===== src/rtl/uart_rx_fsm_pkg.sv =====
// uart_rx_fsm_pkg: frame state encoding and prescale constants shared by the UART receiver
package uart_rx_fsm_pkg;

    typedef enum logic [2:0] {
        IDLE   = 3'd0,
        START  = 3'd1,
        DATA   = 3'd2,
        PARITY = 3'd3,
        STOP   = 3'd4
    } state_e;

    localparam int PRESCALE_8   = 8;
    localparam int PRESCALE_16  = 16;
    localparam int PRESCALE_32  = 32;
    localparam int PRESCALE_RST = PRESCALE_8;

    function automatic logic is_legal_prescale(input int p);
        return p == PRESCALE_8 || p == PRESCALE_16 || p == PRESCALE_32;
    endfunction

endpackage


===== src/rtl/uart_rx_fsm_if.sv =====
// uart_rx_fsm_if: serial line, checker handshake and frame status signals around the frame controller
interface uart_rx_fsm_if #(
    parameter int PRESCALE_W = 6
);
    logic                  rx_in;
    logic                  par_en;
    logic [PRESCALE_W-1:0] prescale;
    logic                  strt_glitch;
    logic                  par_err;
    logic                  stop_err;
    logic [PRESCALE_W-1:0] edge_cnt;
    logic [3:0]            bit_cnt;
    logic                  dat_samp_en;
    logic                  strt_chk_en;
    logic                  par_chk_en;
    logic                  stop_chk_en;
    logic                  deser_en;
    logic                  data_valid;
    logic                  busy;

    modport slave (
        input  rx_in, par_en, prescale, strt_glitch, par_err, stop_err,
        output edge_cnt, bit_cnt, dat_samp_en, strt_chk_en, par_chk_en, stop_chk_en,
               deser_en, data_valid, busy
    );

    modport master (
        output rx_in, par_en, prescale, strt_glitch, par_err, stop_err,
        input  edge_cnt, bit_cnt, dat_samp_en, strt_chk_en, par_chk_en, stop_chk_en,
               deser_en, data_valid, busy
    );
endinterface


===== src/rtl/uart_rx_fsm_edge_bit_counter.sv =====
// uart_rx_fsm_edge_bit_counter: oversample edge index and data bit index with bit-end detection
module uart_rx_fsm_edge_bit_counter #(
    parameter int DATA_W     = 8,
    parameter int PRESCALE_W = 6
) (
    input  logic                  clk,
    input  logic                  rst,
    input  logic                  en,
    input  logic                  bit_inc,
    input  logic [PRESCALE_W-1:0] p,
    output logic [PRESCALE_W-1:0] edge_cnt,
    output logic [3:0]            bit_cnt,
    output logic                  bit_end,
    output logic                  last_bit
);
    logic [PRESCALE_W-1:0] edge_cnt_q, edge_cnt_d;
    logic [3:0]            bit_cnt_q, bit_cnt_d;

    // Edge index wraps at P-1; bit index advances only on data bit ends and clears after the last one
    always_comb begin
        bit_end    = en && edge_cnt_q == p - PRESCALE_W'(1);
        last_bit   = bit_cnt_q == 4'(DATA_W - 1);
        edge_cnt_d = (!en || bit_end) ? '0 : edge_cnt_q + PRESCALE_W'(1);
        bit_cnt_d  = !en ? '0 : !(bit_inc && bit_end) ? bit_cnt_q : last_bit ? '0 : bit_cnt_q + 4'd1;
    end

    // Counter registers, cleared asynchronously
    always_ff @(posedge clk or negedge rst) begin
        if (!rst) begin
            edge_cnt_q <= '0;
            bit_cnt_q  <= '0;
        end else begin
            edge_cnt_q <= edge_cnt_d;
            bit_cnt_q  <= bit_cnt_d;
        end
    end

    assign edge_cnt = edge_cnt_q;
    assign bit_cnt  = bit_cnt_q;
endmodule


===== src/rtl/uart_rx_fsm.sv =====
// uart_rx_fsm: UART receiver frame controller sequencing start, data, parity and stop bits
module uart_rx_fsm
    import uart_rx_fsm_pkg::*;
#(
    parameter int DATA_W     = 8,
    parameter int PRESCALE_W = 6
) (
    input logic          clk,
    input logic          rst,
    uart_rx_fsm_if.slave bus
);
    state_e                state_q, state_d;
    logic [PRESCALE_W-1:0] p_q, p_d, edge_cnt;
    logic [3:0]            bit_cnt;
    logic                  bit_end, last_bit, pre_chk;
    logic                  strt_chk_en_q, strt_chk_en_d;
    logic                  par_chk_en_q, par_chk_en_d;
    logic                  stop_chk_en_q, stop_chk_en_d;
    logic                  deser_en_q, deser_en_d;
    logic                  data_valid_q, data_valid_d;
    logic                  busy_q, busy_d;

    uart_rx_fsm_edge_bit_counter #(
        .DATA_W     (DATA_W),
        .PRESCALE_W (PRESCALE_W)
    ) u_cnt (
        .clk      (clk),
        .rst      (rst),
        .en       (state_q != IDLE),
        .bit_inc  (state_q == DATA),
        .p        (p_q),
        .edge_cnt (edge_cnt),
        .bit_cnt  (bit_cnt),
        .bit_end  (bit_end),
        .last_bit (last_bit)
    );

    // Next state plus pulses decoded one edge early so the registered pulses land on edge P-2
    always_comb begin
        state_d = state_q;
        p_d     = p_q;
        unique case (state_q)
            IDLE:    if (!bus.rx_in) begin
                         state_d = START;
                         p_d     = bus.prescale;
                     end
            START:   if (bit_end) state_d = bus.strt_glitch ? IDLE : DATA;
            DATA:    if (bit_end && last_bit) state_d = bus.par_en ? PARITY : STOP;
            PARITY:  if (bit_end) state_d = bus.par_err ? IDLE : STOP;
            STOP:    if (bit_end) state_d = IDLE;
            default: state_d = IDLE;
        endcase
        pre_chk       = edge_cnt == p_q - PRESCALE_W'(3);
        strt_chk_en_d = pre_chk && state_q == START;
        deser_en_d    = pre_chk && state_q == DATA;
        par_chk_en_d  = pre_chk && state_q == PARITY;
        stop_chk_en_d = pre_chk && state_q == STOP;
        data_valid_d  = bit_end && state_q == STOP && !bus.stop_err;
        busy_d        = state_d != IDLE;
    end

    // State, latched prescale and registered outputs
    always_ff @(posedge clk or negedge rst) begin
        if (!rst) begin
            state_q       <= IDLE;
            p_q           <= PRESCALE_W'(PRESCALE_RST);
            strt_chk_en_q <= 1'b0;
            par_chk_en_q  <= 1'b0;
            stop_chk_en_q <= 1'b0;
            deser_en_q    <= 1'b0;
            data_valid_q  <= 1'b0;
            busy_q        <= 1'b0;
        end else begin
            state_q       <= state_d;
            p_q           <= p_d;
            strt_chk_en_q <= strt_chk_en_d;
            par_chk_en_q  <= par_chk_en_d;
            stop_chk_en_q <= stop_chk_en_d;
            deser_en_q    <= deser_en_d;
            data_valid_q  <= data_valid_d;
            busy_q        <= busy_d;
        end
    end

    assign bus.edge_cnt    = edge_cnt;
    assign bus.bit_cnt     = bit_cnt;
    assign bus.dat_samp_en = busy_q;
    assign bus.busy        = busy_q;
    assign bus.strt_chk_en = strt_chk_en_q;
    assign bus.par_chk_en  = par_chk_en_q;
    assign bus.stop_chk_en = stop_chk_en_q;
    assign bus.deser_en    = deser_en_q;
    assign bus.data_valid  = data_valid_q;
endmodule


===== src/flat_wrapper.sv =====
// flat-port wrapper written by rule: the top's interface ports become plain ports
module uart_rx_fsm_flat import uart_rx_fsm_pkg::*;
#(
    parameter int DATA_W     = 8,
    parameter int PRESCALE_W = 6
)
  (clk, rst, bus_rx_in, bus_par_en, bus_prescale, bus_strt_glitch, bus_par_err, bus_stop_err, bus_edge_cnt, bus_bit_cnt, bus_dat_samp_en, bus_strt_chk_en, bus_par_chk_en, bus_stop_chk_en, bus_deser_en, bus_data_valid, bus_busy);
  uart_rx_fsm_if #(.PRESCALE_W(PRESCALE_W)) bus_i ();
  input logic clk;
  input logic rst;
  input wire logic [$bits(bus_i.rx_in)-1:0] bus_rx_in;
  input wire logic [$bits(bus_i.par_en)-1:0] bus_par_en;
  input wire logic [$bits(bus_i.prescale)-1:0] bus_prescale;
  input wire logic [$bits(bus_i.strt_glitch)-1:0] bus_strt_glitch;
  input wire logic [$bits(bus_i.par_err)-1:0] bus_par_err;
  input wire logic [$bits(bus_i.stop_err)-1:0] bus_stop_err;
  output wire logic [$bits(bus_i.edge_cnt)-1:0] bus_edge_cnt;
  output wire logic [$bits(bus_i.bit_cnt)-1:0] bus_bit_cnt;
  output wire logic [$bits(bus_i.dat_samp_en)-1:0] bus_dat_samp_en;
  output wire logic [$bits(bus_i.strt_chk_en)-1:0] bus_strt_chk_en;
  output wire logic [$bits(bus_i.par_chk_en)-1:0] bus_par_chk_en;
  output wire logic [$bits(bus_i.stop_chk_en)-1:0] bus_stop_chk_en;
  output wire logic [$bits(bus_i.deser_en)-1:0] bus_deser_en;
  output wire logic [$bits(bus_i.data_valid)-1:0] bus_data_valid;
  output wire logic [$bits(bus_i.busy)-1:0] bus_busy;
  assign bus_i.rx_in = bus_rx_in;
  assign bus_i.par_en = bus_par_en;
  assign bus_i.prescale = bus_prescale;
  assign bus_i.strt_glitch = bus_strt_glitch;
  assign bus_i.par_err = bus_par_err;
  assign bus_i.stop_err = bus_stop_err;
  assign bus_edge_cnt = bus_i.edge_cnt;
  assign bus_bit_cnt = bus_i.bit_cnt;
  assign bus_dat_samp_en = bus_i.dat_samp_en;
  assign bus_strt_chk_en = bus_i.strt_chk_en;
  assign bus_par_chk_en = bus_i.par_chk_en;
  assign bus_stop_chk_en = bus_i.stop_chk_en;
  assign bus_deser_en = bus_i.deser_en;
  assign bus_data_valid = bus_i.data_valid;
  assign bus_busy = bus_i.busy;
  uart_rx_fsm #(.DATA_W(DATA_W), .PRESCALE_W(PRESCALE_W)) u_core (.clk(clk), .rst(rst), .bus(bus_i));
endmodule

===== config.mk =====
export PLATFORM = sky130hd
export DESIGN_NAME = uart_rx_fsm_flat
export DESIGN_NICKNAME = d
export VERILOG_FILES = /design/src/rtl/uart_rx_fsm_pkg.sv /design/src/rtl/uart_rx_fsm_if.sv /design/src/rtl/uart_rx_fsm_edge_bit_counter.sv /design/src/rtl/uart_rx_fsm.sv /design/src/flat_wrapper.sv
export SDC_FILE = /design/constraint.sdc
export NUM_CORES = 1
export LEC_CHECK = 0
export ABC_AREA = 1
export CAP_MARGIN = 30
export CORE_UTILIZATION = 28
export DETAILED_ROUTE_END_ITERATION = 7
export GPL_ROUTABILITY_DRIVEN = 1
export PLACE_DENSITY = 0.59
export REMOVE_ABC_BUFFERS = 1
export SYNTH_ARGS = -nofsm -noshare
export SYNTH_HDL_FRONTEND = slang
export SYNTH_SLANG_ARGS = --single-unit

===== constraint.sdc =====
create_clock -name clk -period 2.7 [get_ports clk]
set_clock_uncertainty 0.15 [all_clocks]
set_input_delay 0.54 -clock clk [delete_from_list [all_inputs] [get_ports clk]]
set_output_delay 0.54 -clock clk [all_outputs]
set_load 0.05 [all_outputs]

==> out/results.tsv, run 1 <==
metric	value	unit
antenna_violations_before_repair	0	
max_clock_freq	0.439	GHz
postCtsSetupBuffers	0	
worst_hold_class	flip-flop to flip-flop	
pin_count_of_the_biggest_net_entering_global_routing	16	
ranking_of_synthesized_cells_by_instance_count	46 x sky130_fd_sc_hd__nand2_1, 32 x sky130_fd_sc_hd__nor2_1, 24 x sky130_fd_sc_hd__dfrtp_1	
grt_overflow	0	
shortest_clock_period_the_worst_path_allows_after_layout	2.28	ns
ff_type	sky130_fd_sc_hd__dfrtp_1	
rows	25	
worstSetupPathDepth	1	
critical_path.slowest_cell	sky130_fd_sc_hd__clkdlybuf4s50_1	
hpwlAfterDp	2460	microns
via_count	1277	
setup_viol	0	
run_status	finished, final reports clean	
layout-drive-gt1-share	7.34	%
synth_stat.cells	185	
port_buffers	29	
synth_cells	185	
warnings_from_yosys	0	
via_per_inst	4.48	
synth_cell_type_count	23	
post_synth.cell_area_avg	7.68	sq um
crit_end	bus_edge_cnt[2]	
worst-slew-pin-transition	0.522	ns
r2r_cells	10	
initial_utilization	29.7	%
cts.reportedPaths.clkPinSlew	0.09	ns
cp_data_arrival_time	1.59	ns
layout.nets	236	
grtUsageMet3	2.21	%
io-pin-count	30	
run 1: logic make-up after synthesis:
kind of cell | Yosys count | share of synthesized area [%]
muxes | 1 | 0.793
adders and majority gates | 4 | 3.52
xor gates and xnor gates | 11 | 6.78
AOI/OAI and AO/OA | 8 | 3.26
DFF | 25 | 44.1
buffers and inverters | 27 | 7.40
and+or+nand+nor | 109 | 34.1
run 1: through the flow:
step                      total power (uW)  setup slack, ns  utilization, %  std cells  hold WS (ns)
after global placement                1610            0.706            37.6        281         0.398
after global routing                  1990            0.361            38.6        285         0.426
after floorplan                       1360            0.759               -        183        0.0944
after detailed placement              1630            0.653            37.6        281         0.392
final                                 1850            0.425            38.6        285         0.407
after CTS                             1870            0.418            38.6        285         0.403
run 1: routing by layer:
metal | share of wire, % | vias to the layer above
li1 | - | 645
met1 | 49 | 591
met2 | 44 | 37
met3 | 5.0 | 4
met4 | 2.1 | 0
met5 | 0 | -
run 1: worst register-to-register path: cells and delay by family, from the launching register on:
kind	cells	cell delay, ns
adders and majority gates	1	0.31
xor gates and xnor gates	1	0.14
buffers and inverters	2	0.21
and+or+nand+nor	5	0.52
AOI/OAI and AO/OA	1	0.21
DFF	1	0.42
run 1: report_power, final:
| part | leakage, uW | switching [uW] | total, uW | internal, uW |
|---|---|---|---|---|
| Clock | 0.0000217 | 133 | 238 | 105 |
| Sequential | 0.000321 | 122 | 599 | 477 |
| Combinational | 0.000533 | 640 | 1020 | 378 |
run 1: state kept, by name (all words and copies together), names as in the netlist:
| name | count |
|---|---|
| u_core.state_q | 3 |
| u_core.u_cnt.edge_cnt | 6 |
| u_core.bus.strt_chk_en | 1 |
| u_core.p_q | 6 |
| u_core.u_cnt.bit_cnt | 4 |
| u_core.bus.stop_chk_en | 1 |
| u_core.bus.data_valid | 1 |
| u_core.bus.deser_en | 1 |
| u_core.bus.par_chk_en | 1 |
| u_core.bus.busy | 1 |
run 1: worst min path at each step:
stage	startpoint	endpoint	slack [ns]	cells after the start
floorplan	rst	u_core.bus.busy	0.09	0
global placement	u_core.u_cnt.bit_cnt[3]	u_core.u_cnt.bit_cnt[3]	0.40	2
detailed placement	u_core.u_cnt.edge_cnt[0]	u_core.u_cnt.edge_cnt[0]	0.39	1
CTS	u_core.u_cnt.edge_cnt[0]	u_core.u_cnt.edge_cnt[0]	0.40	1
global route	u_core.u_cnt.edge_cnt[0]	u_core.u_cnt.edge_cnt[0]	0.43	1
finish	u_core.u_cnt.edge_cnt[0]	u_core.u_cnt.edge_cnt[0]	0.41	1
run 1: layout make-up:
| class | instances | area [sq um] | area share [%] |
|---|---|---|---|
| clock inverters | 1 | 7.51 | 0.407 |
| repair buffers | 31 | 305 | 16.5 |
| well taps | 67 | 83.8 | 4.54 |
| flip-flops and latches | 25 | 627 | 33.9 |
| clock buffers | 3 | 41.3 | 2.24 |
| inverters | 25 | 93.8 | 5.08 |
| multi-input cells | 133 | 688 | 37.3 |
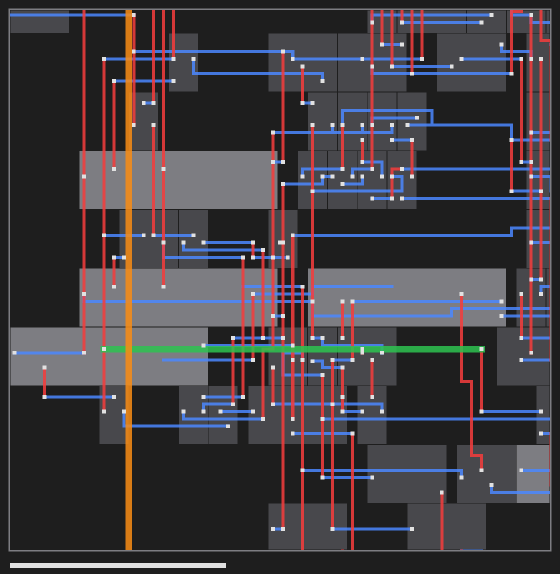
(run_1/closeup.png)
Bar = 10 microns. Region (6, 6) to (31, 31) microns. Cells in gray, sequential cells in the stronger gray; small squares are vias.
M1 -> blue
M3 -> green
M2 -> red
M4 -> orange
cells with their middle in the window = 35
sequential cells in the window = 4
most frequent = nand2_1 (9), nor2_1 (6), dfrtp_1 (4)
netlist names of flops here include = `u_core.u_cnt.edge_cnt` (4)

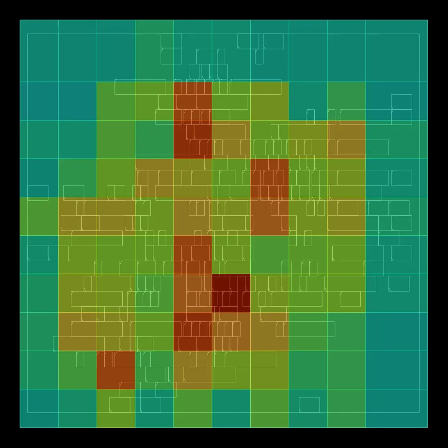
(run_1/congestion_map.png)
met1 routing resource usage after global routing: 17.3%
total global routing track utilization: 13.2%
final core area utilization: 38.6%
met2 layer usage reported by global route: 20.9%
global routing's busiest layer: met2

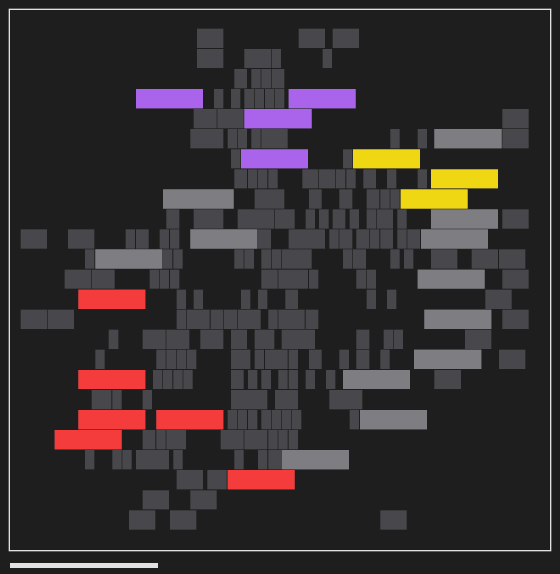
(run_1/ff_map.png)
Bar = 20 microns. Other sequential cells in the stronger gray, the rest of the logic in the fainter gray.
`u_core.u_cnt.edge_cnt` -> red  # sequential cells 6, where bottom left
`u_core.state_q` -> yellow  # sequential cells 3
`u_core.u_cnt.bit_cnt` -> purple  # sequential cells 4, where top middle
not colored = 12

==> run_1/gates.png <==
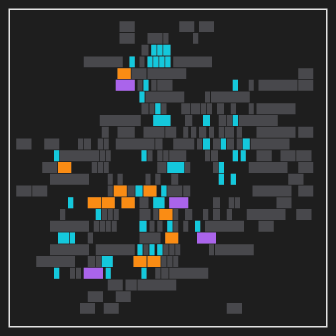

--- run 2 (diff from run 1) ---
Clock period 2.7 ns to 2.2 ns, I/O delays scaled along.
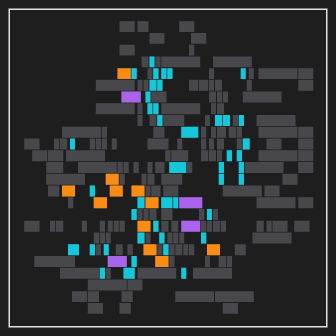
(run_2/gates.png)
nor cells -> cyan  # cells 43, most used nor2_1
xor and xnor cells -> orange  # cells 11, most used xnor2_1, where middle
fa/ha/maj cells -> purple  # cells 4, most used ha_1

==> run 2 against run 1 <==
Wire length is 3.6% lower. First-iteration DRC count is 35% lower. Highest routed layer unchanged. Setup slack worse by 0.35 ns.
==> out/results.tsv, run 2 <==
metric	value	unit
run_status	finished, final reports clean	
worst_hold_class	primary input to asynchronous set/reset pin	
setup_viol	0	
grt_use_total	13.0	%
post_synth.cell_area_avg	7.68	sq um
layout.nets	237	
cp_data_arrival_time	1.53	ns
io-pin-count	30	
synth_cells	185	
rows	25	
grt_overflow	0	
synth_stat.cells	185	
synth_cell_type_count	23	
placedCellCount	281	
max_clock_freq	0.472	GHz
ff_type	sky130_fd_sc_hd__dfrtp_1	
port_buffers	29	
cts.reportedPaths.clkPinSlew	0.09	ns
antenna_violations_before_repair	0	
warnings_from_yosys	0	
pin_count_of_the_biggest_net_entering_global_routing	26	
shortest_clock_period_the_worst_path_allows_after_layout	2.12	ns
via_count	1223	
initial_utilization	29.7	%
hpwlAfterDp	2320	microns
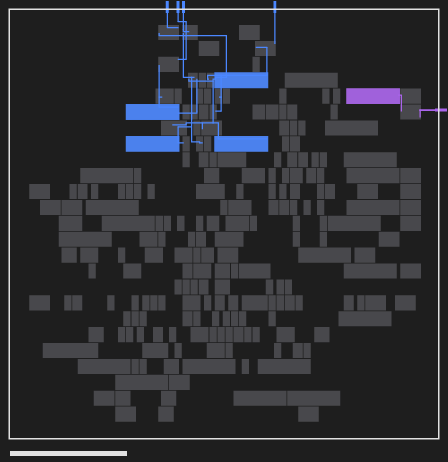
(run_2/port_trees.png)
Bar = 20 microns.
`bus_dat_samp_en` -> purple  # direction output, edge right, end cells 1, buffers 1, wire 7.00 microns
`bus_bit_cnt` -> blue  # direction output, edge top, end cells 4, buffers 4, wire 152 microns

run 2: logic make-up (layout without fill, tap and decap cells):
logic type,after synthesis,in the layout,share of synthesized area [%]
xor gates and xnor gates,11,11,6.78
muxes,1,1,0.793
AOI/OAI and AO/OA,8,8,3.26
adders and majority gates,4,4,3.52
and+or+nand+nor,109,109,34.1
buffers and inverters,27,61,7.40
DFF,25,25,44.1
run 2: per-layer routing:
| metal | global-route usage [%] | vias up | part of all wire, % |
|---|---|---|---|
| met3 | 1.38 | 2 | 3.8 |
| li1 | - | 645 | - |
| met4 | 5.23 | 0 | 1.4 |
| met5 | 0 | - | 0 |
| met1 | 17.3 | 551 | 50 |
| met2 | 21.3 | 25 | 44 |
run 2: final timing paths:
check                                         from                      end  slack [ns]  cells after the start
max                        u_core.u_cnt.bit_cnt[1]           bus_bit_cnt[1]        0.08                      1
min                                            rst            u_core.p_q[4]        0.37                      2
max reg2reg                          u_core.p_q[1]  u_core.u_cnt.bit_cnt[1]        0.14                     10
min reg2reg                u_core.u_cnt.bit_cnt[3]  u_core.u_cnt.bit_cnt[3]        0.42                      2
max in group asynchronous                      rst            u_core.p_q[3]        1.24                      2
min in group clk           u_core.u_cnt.bit_cnt[3]  u_core.u_cnt.bit_cnt[3]        0.42                      2
run 2: cell type report:
class                      count  area, sq um  share of cell area, %
clock inverter                 1         7.51                  0.407
inverter                      25         93.8                   5.08
clock buffer                   3         41.3                   2.24
sequential                    25          627                   33.9
timing repair buffer          32          303                   16.4
tap                           67         83.8                   4.54
multi-input combinational    133          691                   37.4
run 2: per-stage QoR:
stage                     area [sq um]  power [uW]  hold slack (ns)  utilization [%]  setup WS, ns
after floorplan                   1410        1670         -0.00559                -         0.259
after global placement            1790        1970            0.397             37.4         0.219
after detailed placement          1790        1980            0.395             37.4         0.146
after CTS                         1840        2270            0.384             38.4        0.0839
after global routing              1850        2480            0.410             38.6       -0.0142
final                             1850        2270            0.374             38.6        0.0793
run 2: power by group:
part / total (uW) / switching [uW] / internal (uW)
logic: 1260 / 786 / 470
clock network: 279 / 151 / 128
registers: 735 / 150 / 585
run 2: repair_timing:
item | in CTS | in global routing
endpoints found under the setup margin | 0 | 6
buffers inserted | 0 | 1
hold buffers | 0 | 0
resized | 0 | 2
No activity file was given, so power comes from the tool's default toggle rates.
